--- src/rtl/bus_cycle_arbiter.sv ---
// bus_cycle_arbiter: shares the 16-bit external bus between microcode operand
// accesses (byte/word/long, split into one or two word cycles) and instruction
// prefetch, and raises finished / trap / prefetch completion pulses.
module bus_cycle_arbiter (
    input  logic        clock,
    input  logic        reset_n,
    input  logic        read_req,
    input  logic        write_req,
    input  logic [1:0]  size,
    input  logic [31:0] address,
    input  logic [31:0] data_write,
    output logic [31:0] data_read,
    output logic        finished,
    output logic [31:0] fault_address,
    input  logic        prefetch_req,
    input  logic [31:0] prefetch_address,
    output logic [15:0] prefetch_data,
    output logic        prefetch_done,
    output logic        prefetch_error,
    output logic        jmp_address_trap,
    output logic        jmp_bus_trap,
    output logic        bus_cyc,
    output logic        bus_we,
    output logic [30:0] bus_address,
    output logic [1:0]  bus_sel,
    output logic [15:0] bus_data_out,
    input  logic [15:0] bus_data_in,
    input  logic        bus_ack,
    input  logic        bus_err
);

    typedef enum logic [2:0] {IDLE, MC1, MC2, PF, DONE, TRAP} state_t;

    state_t      r_state, w_state;
    logic        r_is_long, w_is_long;
    logic        r_is_byte, w_is_byte;
    logic [15:0] r_low_word, w_low_word;
    logic [31:0] r_data_read, w_data_read;
    logic        r_finished, w_finished;
    logic [31:0] r_fault_address, w_fault_address;
    logic [15:0] r_prefetch_data, w_prefetch_data;
    logic        r_prefetch_done, w_prefetch_done;
    logic        r_prefetch_error, w_prefetch_error;
    logic        r_addr_trap, w_addr_trap;
    logic        r_bus_trap, w_bus_trap;
    logic        r_bus_cyc, w_bus_cyc;
    logic        r_bus_we, w_bus_we;
    logic [30:0] r_bus_address, w_bus_address;
    logic [1:0]  r_bus_sel, w_bus_sel;
    logic [15:0] r_bus_data_out, w_bus_data_out;

    // bus_err takes precedence over a simultaneous bus_ack
    logic w_ack;
    logic w_mc_req;
    logic w_misaligned;
    assign w_ack        = bus_ack & ~bus_err;
    assign w_mc_req     = read_req | write_req;
    assign w_misaligned = (size != 2'b00) && address[0];

    // Next-state and next-output computation; all outputs leave via registers
    always_comb begin
        w_state          = r_state;
        w_is_long        = r_is_long;
        w_is_byte        = r_is_byte;
        w_low_word       = r_low_word;
        w_data_read      = r_data_read;
        w_finished       = 1'b0;
        w_fault_address  = r_fault_address;
        w_prefetch_data  = r_prefetch_data;
        w_prefetch_done  = 1'b0;
        w_prefetch_error = 1'b0;
        w_addr_trap      = 1'b0;
        w_bus_trap       = 1'b0;
        w_bus_cyc        = r_bus_cyc;
        w_bus_we         = r_bus_we;
        w_bus_address    = r_bus_address;
        w_bus_sel        = r_bus_sel;
        w_bus_data_out   = r_bus_data_out;
        case (r_state)
            IDLE: begin
                if (w_mc_req) begin
                    if (w_misaligned) begin
                        w_state         = TRAP;
                        w_addr_trap     = 1'b1;
                        w_fault_address = address;
                    end else begin
                        w_state       = MC1;
                        w_is_long     = (size == 2'b10);
                        w_is_byte     = (size == 2'b00);
                        w_low_word    = data_write[15:0];
                        w_bus_cyc     = 1'b1;
                        // a simultaneous read and write request is serviced as a read
                        w_bus_we      = write_req & ~read_req;
                        w_bus_address = address[31:1];
                        if (size == 2'b00) begin
                            w_bus_sel      = address[0] ? 2'b01 : 2'b10;
                            w_bus_data_out = {data_write[7:0], data_write[7:0]};
                        end else if (size == 2'b10) begin
                            w_bus_sel      = 2'b11;
                            w_bus_data_out = data_write[31:16];
                        end else begin
                            w_bus_sel      = 2'b11;
                            w_bus_data_out = data_write[15:0];
                        end
                    end
                end else if (prefetch_req) begin
                    w_state       = PF;
                    w_bus_cyc     = 1'b1;
                    w_bus_we      = 1'b0;
                    w_bus_address = prefetch_address[31:1];
                    w_bus_sel     = 2'b11;
                end
            end
            MC1, MC2: begin
                if (bus_err) begin
                    w_state         = TRAP;
                    w_bus_trap      = 1'b1;
                    w_fault_address = {r_bus_address, 1'b0};
                    w_bus_cyc       = 1'b0;
                    w_bus_we        = 1'b0;
                    w_bus_sel       = 2'b00;
                end else if (w_ack) begin
                    if (r_state == MC1 && r_is_long) begin
                        // locked second half: stay on the bus for the low word
                        w_state        = MC2;
                        w_bus_address  = r_bus_address + 31'd1;
                        w_bus_data_out = r_low_word;
                        if (!r_bus_we)
                            w_data_read[31:16] = bus_data_in;
                    end else begin
                        w_state    = DONE;
                        w_finished = 1'b1;
                        w_bus_cyc  = 1'b0;
                        w_bus_we   = 1'b0;
                        w_bus_sel  = 2'b00;
                        if (!r_bus_we) begin
                            if (r_state == MC2)
                                w_data_read[15:0] = bus_data_in;
                            else if (r_is_byte)
                                w_data_read = {24'd0, r_bus_sel[1] ? bus_data_in[15:8]
                                                                   : bus_data_in[7:0]};
                            else
                                w_data_read = {16'd0, bus_data_in};
                        end
                    end
                end
            end
            PF: begin
                if (bus_ack || bus_err) begin
                    w_state          = IDLE;
                    w_prefetch_data  = bus_data_in;
                    w_prefetch_done  = 1'b1;
                    w_prefetch_error = bus_err;
                    w_bus_cyc        = 1'b0;
                    w_bus_sel        = 2'b00;
                end
            end
            // one cycle of pulse, requests ignored so a held request is not reissued
            DONE, TRAP: w_state = IDLE;
            default:    w_state = IDLE;
        endcase
    end

    // State and output registers, cleared asynchronously so a cycle in flight is abandoned
    always_ff @(posedge clock or negedge reset_n) begin
        if (!reset_n) begin
            r_state          <= IDLE;
            r_is_long        <= 1'b0;
            r_is_byte        <= 1'b0;
            r_low_word       <= 16'd0;
            r_data_read      <= 32'd0;
            r_finished       <= 1'b0;
            r_fault_address  <= 32'd0;
            r_prefetch_data  <= 16'd0;
            r_prefetch_done  <= 1'b0;
            r_prefetch_error <= 1'b0;
            r_addr_trap      <= 1'b0;
            r_bus_trap       <= 1'b0;
            r_bus_cyc        <= 1'b0;
            r_bus_we         <= 1'b0;
            r_bus_address    <= 31'd0;
            r_bus_sel        <= 2'b00;
            r_bus_data_out   <= 16'd0;
        end else begin
            r_state          <= w_state;
            r_is_long        <= w_is_long;
            r_is_byte        <= w_is_byte;
            r_low_word       <= w_low_word;
            r_data_read      <= w_data_read;
            r_finished       <= w_finished;
            r_fault_address  <= w_fault_address;
            r_prefetch_data  <= w_prefetch_data;
            r_prefetch_done  <= w_prefetch_done;
            r_prefetch_error <= w_prefetch_error;
            r_addr_trap      <= w_addr_trap;
            r_bus_trap       <= w_bus_trap;
            r_bus_cyc        <= w_bus_cyc;
            r_bus_we         <= w_bus_we;
            r_bus_address    <= w_bus_address;
            r_bus_sel        <= w_bus_sel;
            r_bus_data_out   <= w_bus_data_out;
        end
    end

    assign data_read        = r_data_read;
    assign finished         = r_finished;
    assign fault_address    = r_fault_address;
    assign prefetch_data    = r_prefetch_data;
    assign prefetch_done    = r_prefetch_done;
    assign prefetch_error   = r_prefetch_error;
    assign jmp_address_trap = r_addr_trap;
    assign jmp_bus_trap     = r_bus_trap;
    assign bus_cyc          = r_bus_cyc;
    assign bus_we           = r_bus_we;
    assign bus_address      = r_bus_address;
    assign bus_sel          = r_bus_sel;
    assign bus_data_out     = r_bus_data_out;

endmodule

--- config.mk ---
export PLATFORM = sky130hd
export DESIGN_NAME = bus_cycle_arbiter
export DESIGN_NICKNAME = d
export VERILOG_FILES = /design/src/rtl/bus_cycle_arbiter.sv
export SDC_FILE = /design/constraint.sdc
export NUM_CORES = 1
export LEC_CHECK = 0
export CORE_UTILIZATION = 47
export DETAILED_ROUTE_END_ITERATION = 10
export GPL_TIMING_DRIVEN = 0
export PLACE_DENSITY = 0.81
export REMOVE_ABC_BUFFERS = 1
export SYNTH_ARGS = -nofsm -noshare
export SYNTH_HDL_FRONTEND = slang
export SYNTH_SLANG_ARGS = --single-unit
--- constraint.sdc ---
create_clock -name clock -period 2.4 [get_ports clock]
set_clock_uncertainty 0.05 [all_clocks]
set_input_delay 0.36 -clock clock [delete_from_list [all_inputs] [get_ports clock]]
set_output_delay 0.36 -clock clock [all_outputs]
set_load 0.05 [all_outputs]
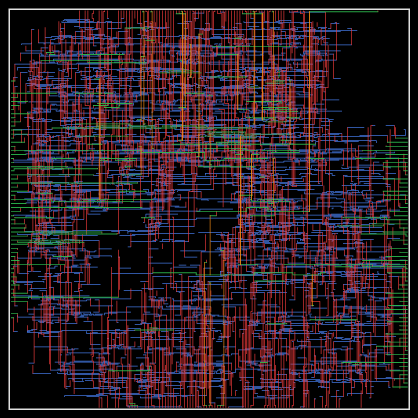
Fig. 1. Wiring by layer (run 1).
(3 px per um)
[blue] M1 | wire length: 10300 um
[green] M3 | wire length: 1980 um
[red] M2 | wire length: 12000 um
[orange] M4 | wire length: 749 um

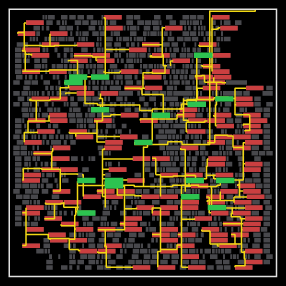
Fig. 2. Clock network drawn from the DEF (run 1).
(2 px per um)
[red] flip-flops | count: 157
[yellow] clock wires | length: 1890 um
[green] clock-net drivers | count: 17
routed clock nets: 18
clk_lat worst skew: 0.42 ns
Clock power frac: 14.6%
Clk power: 2.69 mW

==> flow_metrics.tcl, run 1 <==
# flow metrics
set metrics [dict create \
    outcome "complete, no violations" \
    dieArea_um2 17600 \
    vias 7704 \
    worstMarginPinSlew_ns 0.758 \
    p_leak_nw 4.82 \
    setup_viol 0 \
    max_freq_mhz 432 \
    h-tree-depth 4 \
    p_int_mw 9.10 \
    routabilityCongestion 0.803 \
    end_kind "flip-flop" \
    final_cells 1347 \
    synth-edff-count 0 \
    clock-sinks 157 \
    required_ns 2.65 \
    dpl_worst_slack_ns -1.66 \
    firstDrtPassIters 5 \
    openroad.warnings 26 \
    clock_area_share_pct 5.10 \
    seq_share_pct 34.4 \
    antenna-diode-count 0 \
    fp-utilization_pct 48.3 \
    numCtsBuffers 17 \
    finalSetupTns_ns 0 \
    drv_slew 0 \
    irDropWorstVdd_uv 862 \
    cts_resized 21 \
    io_pins 257 \
    ys_types 62 \
    std_cell_rows 47 \
    ys_cells 888 \
    total_power_mw 18.4 \
    cts_hold_buf 1 \
    hpwl_um 16100 \
    signal_buffers 268 \
    grt_usage_pct 29.1 \
    min_path_cells 2 \
    synthArstFlopShare_pct 100 \
    synth_flops 157 \
    layout_top_cell "clkdlybuf4s50_1" \
    rr_startpoint "r_state[1]" \
    postPlaceCellArea_um2 10700 \
    wl_um 25100 \
    cp_max_fo 76 \
    powerComb_mw 10.8 \
    grt_max_degree 89 \
    antenna_found_initial 0 \
    postSynthCellCount 888 \
    dp_cells 1302 \
    area_growth_syn_to_layout_pct 42.2 \
    r2r_slack_ns 0.09 \
    syn-cell-area_um2 8040 \
    clockRootBuffer "clkbuf_16" \
    fillers 1273 \
    hold_path_startpoint "data_read[15]" \
    avgViaCountPerCell 5.72 \
    switching_share_pct 50.7 \
    nets 1236 \
    synth.avg_cell_area_um2 9.06 \
    tapCellCount 220 \
    finalCriticalPeriod_ns 2.31 \
    fin_area_um2 11400 \
    ys_seq_share_pct 48.8 \
    ff_count 157 \
    core_area_um2 16600 \
    clk_pin_slew_ns 0.07 \
    remaining_drc_errors 0 \
    min_path_type "flip-flop to flip-flop" \
    top_power_group "combinational cells" \
    comb_share_pct 34.0 \
    hold_viol 0 \
    layout_top_cells "clkdlybuf4s50_1, nand2_1, dfrtp_1" \
    dr.first_iter.drc_count 580 \
    clock_path_buffers 2 \
    regArea_um2 3940 \
    layout-drive-gt1-share_pct 10.6 \
    post-cts-setup-buffers 4 \
    grt_pass1_vias 7488 \
    reg2reg_to "bus_address[17]" \
    overflow 0 \
    p_switching_mw 9.35 \
    p_seq_share_pct 27.1 \
    antenna_left 0 \
    port_buffers 255 \
    ff_type "dfrtp_1" \
    comb_area_um2 3890 \
    critPathLaunchType "flip-flop" \
    slew_headroom_pct 49.5 \
    yosysWarnings 0 \
    seq_power_mw 5.00 \
]
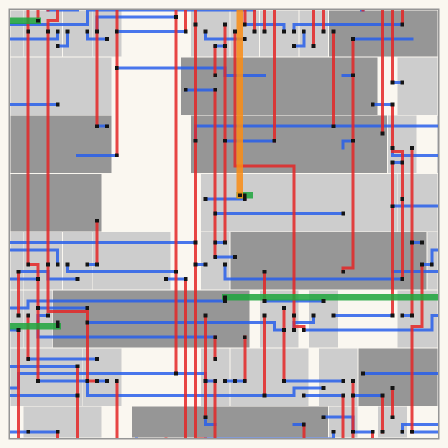
Fig. 3. A small window of the routed layout (run 1).
Region (90, 23) to (110, 43) um. Cells in grey, sequential cells in the stronger grey; small squares are vias.
[green] M3
[red] M2
[blue] M1
[orange] M4
most frequent: nand2_1 (12), dfrtp_1 (7), clkdlybuf4s50_1 (7)
cells with their middle in the window: 35
sequential cells in the window: 7
netlist names of flops here include: `data_read` (7)

-- run 1: layer usage --
metal  part of all wire (%)  up-vias  GRT usage [%]
met2                     48      354           47.3
li1                       -     3599              -
met5                      0        -              0
met4                    3.0        0           10.9
met1                     41     3702           38.0
met3                    7.9       49           6.51
-- run 1: synth_stat cells (all sizes together) (7+ instances only) --
| library cell | instances | share of area (%) |
|---|---|---|
| a21oi | 48 | 3.0 |
| a31oi | 34 | 2.6 |
| and3 | 7 | 0.56 |
| buf | 24 | 1.8 |
| clkbuf | 42 | 2.5 |
| dfrtp | 157 | 49 |
| mux2 | 34 | 4.8 |
| mux2i | 42 | 5.2 |
| nand2 | 211 | 9.8 |
| nand3 | 34 | 2.1 |
| nand4 | 8 | 1.0 |
| nor2 | 67 | 3.2 |
| nor3 | 12 | 0.87 |
| o21ai | 80 | 5.0 |
| or3 | 7 | 0.54 |
-- run 1: worst max path at each step --
stage                   startpoint                to  cells after the start
finish                  r_state[1]   bus_address[17]                      6
global route        bus_address[1]   bus_address[28]                      6
CTS                     r_state[0]   bus_address[16]                      7
detailed placement         size[1]  bus_data_out[15]                      6
global placement           reset_n     r_low_word[6]                      1
floorplan               r_state[1]   bus_address[16]                      5
-- run 1: cell families (layout without fill, tap and decap cells) --
logic type / Yosys count / in the layout / synth area share [%]
buffers and inverters: 71 / 305 / 4.59
AND-OR/OR-AND: 206 / 208 / 15.4
XOR/XNOR: 1 / 1 / 0.109
adder cells (fa/ha/maj): 1 / 1 / 0.156
AND/OR/NAND/NOR: 376 / 379 / 20.9
flip-flops: 157 / 157 / 48.8
multiplexers: 76 / 76 / 9.99
-- run 1: critical path: stages (launching register included) --
cell and delay [ns]:
dfrtp_2 0.50, xnor2_1 0.22, or2_4 0.36, buf_16 0.25, or4_1 0.55, a21oi_1 0.16, nor3_1 0.07
==> run 2, diff against run 1 <==
- CORE_UTILIZATION: 47 -> 48
- CTS_BUF_LIST: unset -> sky130_fd_sc_hd__clkbuf_8
- PLACE_DENSITY: 0.81 -> 0.83
==> flow_metrics.tcl, run 2 <==
# flow metrics
set metrics [dict create \
    outcome "complete, no violations" \
    end_kind "flip-flop" \
    hpwl_um 16200 \
    openroad.warnings 29 \
    ys_seq_share_pct 48.8 \
    min_path_type "input pin to async pin" \
    worst_path_max_delay_cell "nor2_4" \
    yosysWarnings 0 \
    remaining_drc_errors 0 \
    rr_startpoint "r_state[1]" \
    io_pins 257 \
    comb_share_pct 34.6 \
    antenna_left 0 \
    ff_type "dfrtp_1" \
    worstSkewPairLatency_ns 0.46 \
    dr.first_iter.drc_count 712 \
    dieArea_um2 17300 \
    comb_area_um2 3890 \
    postSynthCellCount 888 \
    wl_met3_um 1660 \
    max_stage_delay_ns 0.54 \
    wl_um 24900 \
    grt_pass1_vias 7179 \
    layout-drive-gt1-share_pct 10.6 \
    simple_gate_share_pct 20.9 \
    firstDrtPassIters 5 \
    avgViaCountPerCell 5.76 \
    area_growth_syn_to_layout_pct 39.9 \
    finalCriticalPeriod_ns 2.35 \
    reg2reg_to "fault_address[25]" \
    top_layer "met4" \
    top_cells_by_count "nand2_1, dfrtp_1, o21ai_0" \
    adder_share_pct 0.156 \
    synth-edff-count 0 \
    ys_types 62 \
    area_leaders "dfrtp_1, nand2_1, mux2i_1, o21ai_0, mux2_2" \
    setup_viol 0 \
    synthTopLogicFamily "simple AND/OR/NAND/NOR gates" \
    clock_area_share_pct 3.29 \
    p_leak_nw 4.73 \
    ys_cells 888 \
    clk_pin_slew_ns 0.10 \
    met1Wirelength_um 10500 \
    irDropWorstVdd_uv 896 \
    clock_path_buffers 2 \
    grt_usage_pct 28.7 \
    final_cells 1343 \
    netlist.area_leader.share_pct 48.8 \
    clockRootBuffer "clkbuf_8" \
    grt_max_degree 108 \
    max_freq_mhz 425 \
    h-tree-depth 4 \
    ys_sh_mux_pct 9.99 \
    port_buffers 255 \
    overflow 0 \
    synth.most_common_cell "nand2_1" \
    cp_max_fo 16 \
    aoi_share_pct 15.4 \
    fin_area_um2 11300 \
    core_area_um2 16100 \
    critical_path.top_delay_family "simple AND/OR/NAND/NOR gates" \
    seq_share_pct 35.0 \
    top_area_cell "dfrtp_1" \
    worstMarginPinSlew_ns 1.15 \
    antenna-diode-count 0 \
    critPathLaunchType "flip-flop" \
    finalSetupTns_ns 0 \
    std_cell_rows 46 \
    synthArstFlopShare_pct 100 \
    wl_met2_um 12000 \
    tapCellCount 216 \
    synth-xor-area-share_pct 0.109 \
    routabilityCongestion 0.837 \
    fillers 1292 \
    dp_cells 1299 \
    required_ns 2.73 \
    synth.avg_cell_area_um2 9.06 \
    numCtsBuffers 17 \
    path_cells "or2_2, o32a_1, nor2_4, nor2_1, a31oi_1" \
    drv_slew 0 \
    signal_buffers 267 \
    postPlaceCellArea_um2 10700 \
    layout_top_cell "clkdlybuf4s50_1" \
    ff_count 157 \
    r2r_slack_ns 0.05 \
    vias 7731 \
    fp-utilization_pct 49.9 \
]
run 2: cell counts after synthesis:
No cell type changed its count.
run 2: per-stage QoR:
step                hold slack [ns]  total power, mW
finish                        0.343             17.7
global route                  0.370             18.6
CTS                           0.345             17.5
detailed placement            0.241             15.3
global placement              0.400             15.2
floorplan                    0.0144             12.0
run 2: worst max path at each step:
stage                    start           endpoint  slack [ns]  cells after the start
finish              r_state[1]  fault_address[25]        0.05                      5
detailed placement     size[0]   bus_data_out[13]       -1.72                      6
global route        r_state[1]    bus_address[17]       -0.01                      6
CTS                  r_is_long     bus_address[0]       0.008                      5
floorplan           r_state[1]    bus_address[16]       -1.78                      5
global placement       reset_n   fault_address[9]       -5.63                      1
run 2: routing by layer:
metal | global-route usage [%] | vias to the layer above
li1 | - | 3591
met1 | 38.5 | 3743
met2 | 46.3 | 349
met3 | 5.21 | 48
met4 | 10.7 | 0
met5 | 0 | -
run 2: report_power, final:
part | internal [mW] | total [mW] | switching [mW]
Combinational | 3.77 | 10.8 | 6.99
Sequential | 3.86 | 5.00 | 1.14
Clock | 0.786 | 1.90 | 1.12
Total | 8.41 | 17.7 | 9.25
run 2: repair_timing:
| action | in CTS | in global routing |
|---|---|---|
| buffers inserted | 4 | 1 |
| hold endpoints to repair | 50 | 0 |
| pin swaps | 3 | 3 |
| hold buffers | 1 | 0 |
| endpoints found under the setup margin | 97 | 47 |
| gates cloned | 3 | 3 |
| resized | 20 | 11 |
run 2: cells by family after synthesis:
logic type               Yosys count
flip-flops                       157
multiplexers                      76
buffers and inverters             71
AND/OR/NAND/NOR                  376
XOR/XNOR                           1
adder cells (fa/ha/maj)            1
AND-OR/OR-AND                    206
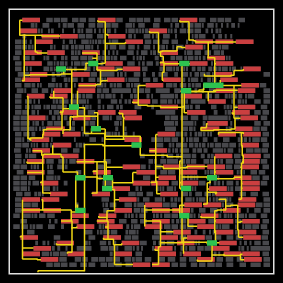
Fig. 4. Clock network drawn from the DEF (run 2).
(2 px per um)
[yellow] clock wires | length: 1880 um
[red] flip-flops | count: 157
[green] clock-net drivers | count: 17
flops lie: widely spread

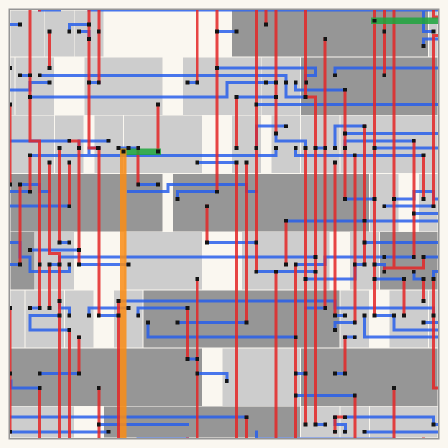
Fig. 5. A small window of the routed layout (run 2).
Region (89, 23) to (109, 43) um. Cells in grey, sequential cells in the stronger grey; small squares are vias.
[blue] M1
[red] M2
[green] M3
[orange] M4
netlist names of flops here include: `data_read` (7), `prefetch_data` (1)
cells with their middle in the window: 37
most frequent: nand2_1 (12), dfrtp_1 (8), clkdlybuf4s50_1 (7)
sequential cells in the window: 8

Power figures rest on the tool's default switching activity, not on a simulated workload.
